Design hololink_user_apb_regs, sky130hd; sources not shown.
**Routing congestion**

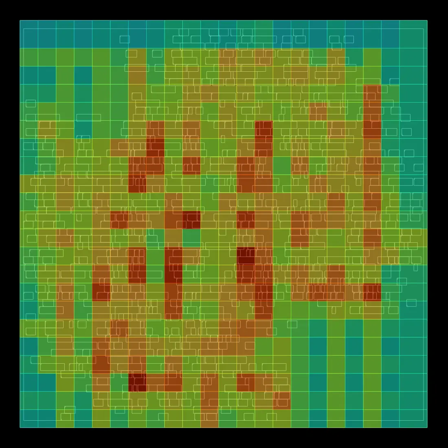
peak-usage layer in the global routing report: met2
met1 usage in global routing: 24.58%
GRT met2 Usage: 29.51%

**Gate families picked out**

Bar = 50 um.
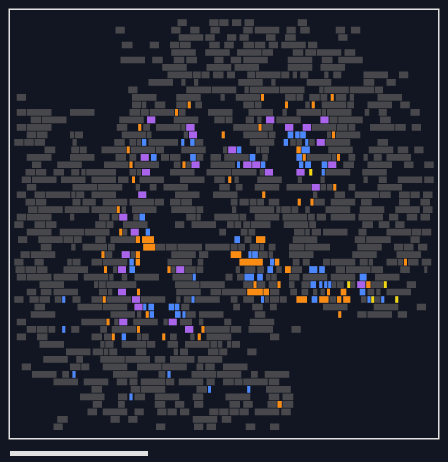
| family | colour | cells | most used |
|---|---|---|---|
| NOR gates | orange | 60 | nor2_1 |
| XOR/XNOR gates | purple | 31 | xor2_1 |
| NAND gates | blue | 60 | nand2_1 |
| inverters | yellow | 5 | inv_1 |
multi-input combinational area share: 32.79%
dominant logic cell type in the layout: sky130_fd_sc_hd__dfrtp_1
final cell count without fillers: 1132

**Clock network drawn from the DEF**

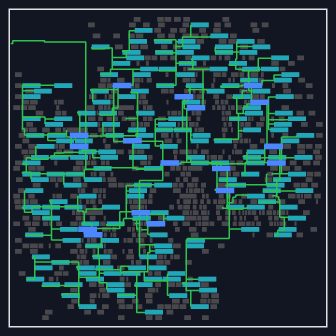
[clock wires] green | length: 2260 um
[clock drivers] blue | count: 17
[flip-flops] cyan | count: 184
flops lie: all over the die
routed clock nets: 18
worst-case clock skew: 13.21 ps
Clock net power: 2460 uW
latest clock arrival within the worst-skew pair: 430 ps

**Sizing map**

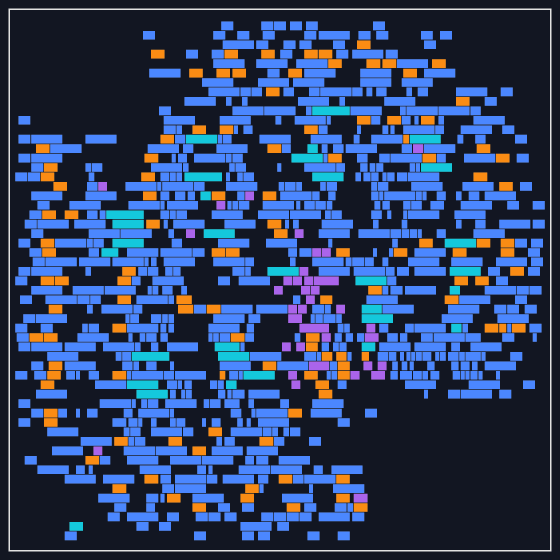
| size | colour | cells | most used |
|---|---|---|---|
| _0 and _1 cells | blue | 637 | dfrtp_1 |
| _3 and _4 cells | purple | 36 | buf_4 |
| _2 cells | orange | 115 | mux2_2 |
| _6 and larger | cyan | 31 | clkbuf_16 |
Syn-to-layout area delta: 27.82%
final worst setup slack: 513.8 ps
total of plain and repair buffers excluding clock buffers: 148
final non-filler cell area: 0.01054 mm^2

**M3 wires**

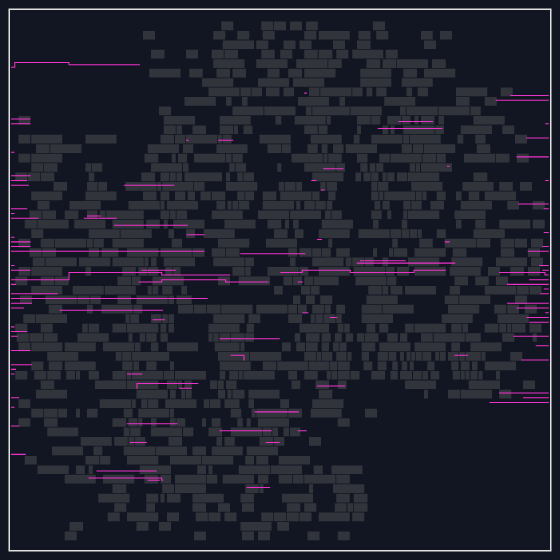
main direction: horizontal
longest straight run: 56.4 um
wire length on this layer: 964 um
met3 Track Usage GR: 3.955%
routed wire length: 21100 um

==> run notes <==
Quick summary of the implementation run below.

The data arrival time of the critical path came out at between 2000 and 3000 ps. The non-clock buffer contribution to total cell area came out at 13.49%. The post-synthesis instance area is between 0.008 and 0.009 mm^2. The area share of fa/ha/maj cells after synthesis came out at 0.4550%. The number of clock buffers added by TritonCTS is 17. Per report_power, the clock group accounts for approximately two fifths of the total. Per the layout report, the design carries 18 clock buffers. Once layout is complete, the utilization of the core stands at a little under half. In the detailed route, the total length drawn on met2 is around 10000 um. The number of instances in the synthesized netlist is 677. Per report_power, the combinational group accounts for around 14% of the total. The run finished with clean final reports.

In the synthesized netlist, mux cells make up between 10 and 15% of the area. The fmax came out at about 400 MHz. The number of fill cells is around 2100. The number of well taps is approximately 310.

Per the gpl log, the routability congestion estimate is between 0.7 and 0.8. The setup slack at placement is roughly 300 ps. The number of buffers inserted for hold repair after clock tree synthesis came out at 1. The synthesis run identifies the leading combinational cell family as multiplexers. Sequential cells were found to cover a little under three fifths of the synthesized design area. The placement-stage cell area is slightly below 0.01 mm^2. The clock-pin slew reported for the worst setup and hold paths after clock tree synthesis came out at around 70 ps. The x dimension of the die is ~160 um. The clock buffer and inverter area fraction after layout came out at 6.159%. The floorplan row count is around 55. The reported net switching power is approximately 1800 uW. Per the synth stats, the proportion of register bits with asynchronous set or reset is 100.0%. The number of nets in the layout came out at a little under 900.

The final report lists the setup-violating endpoint count as 0. The via count normalized by instance count came out at roughly 5.4. After Yosys synthesis, AND-OR and OR-AND compound gates account for about 14% of the synthesized area. The flip-flop and latch count after synthesis is between 150 and 200. The post-route DRC violation count is 0.

The largest stage delay on the critical path came out at between 500 and 600 ps. The post-route minimum period is 2486 ps. Detailed placement ended at an HPWL of 14390 um. Once the clock tree was built, the resizer swapped 0 gates to a different size. Total power for the finished layout comes to about 6400 uW. The count of nets left with antenna violations once routing finished came out at 0. The wire length of the first global-routing pass came out at approximately 34000 um. The number of setup buffers added after CTS is 0. The core area is between 0.02 and 0.025 mm^2.

The class of the most critical setup path is reg -> reg. The maximum number of pins on one net before global-route repair came out at around 74. The share of post-route cells with drive strength above 1 came out at approximately 22%. The total buffers and inverters traversed by the critical path came out at 1.

The most critical min-delay path falls under in -> async. In this run, placement finished with an instance count of between 1000 and 1500. Broken down by cell family, the worst path's largest delay share belongs to simple AND/OR/NAND/NOR gates. In this run, the synthesized area fraction spent on xor and xnor cells is recorded as ~3.3%. Setup repair after global routing left no endpoint under its margin. The total grt overflow came out at 0. The biggest area contributor in the post-synthesis netlist is sky130_fd_sc_hd__dfrtp_1. The leakage power came out at roughly 0.0043 uW. The number of cells on the worst reg-to-reg path came out at 5. Summing the areas of all and, or, nand and nor instances in the mapped netlist gives under 10% of the synthesized area.

Yosys instantiated no cell more often than sky130_fd_sc_hd__dfrtp_1. The clock tree from TritonCTS is yes. The number of global-route vias before repair came to slightly above 6000.

The first detailed-routing pass ran for 5 iterations. The starting density of the core is between 30% and 40%. The worst setup path is captured at a flip-flop. During I/O placement, the number of pins put on the boundary was between 100 and 150. The tally of buffers added on design ports came out at between 100 and 150. The max-slew headroom at the worst pin came out at roughly 34%. The transition time of the tightest slew-check pin came out at between 900 and 1000 ps. Counting instances in the post-synthesis netlist gives the leading cell types as sky130_fd_sc_hd__dfrtp_1 (184), sky130_fd_sc_hd__mux2_2 (103), sky130_fd_sc_hd__a21oi_1 (41), sky130_fd_sc_hd__nor2_1 (41), sky130_fd_sc_hd__a22oi_1 (33). The number of synthesized flops with an enable pin is 0. The summed standard-cell area reported by yosys is ~0.0082 mm^2. For this block, the initial DRC count from the detailed router was approximately 350. The via count is between 6000 and 7000. Setup total negative slack on the finished layout was measured at 0 ps. Looking at the critical path, the single cell with the biggest stage delay is sky130_fd_sc_hd__or4_4. The per-cell routed wire length came out at about 19 um. The part of the power in registers is 47.0%.
Power figures rest on the tool's default switching activity, not on a simulated workload.
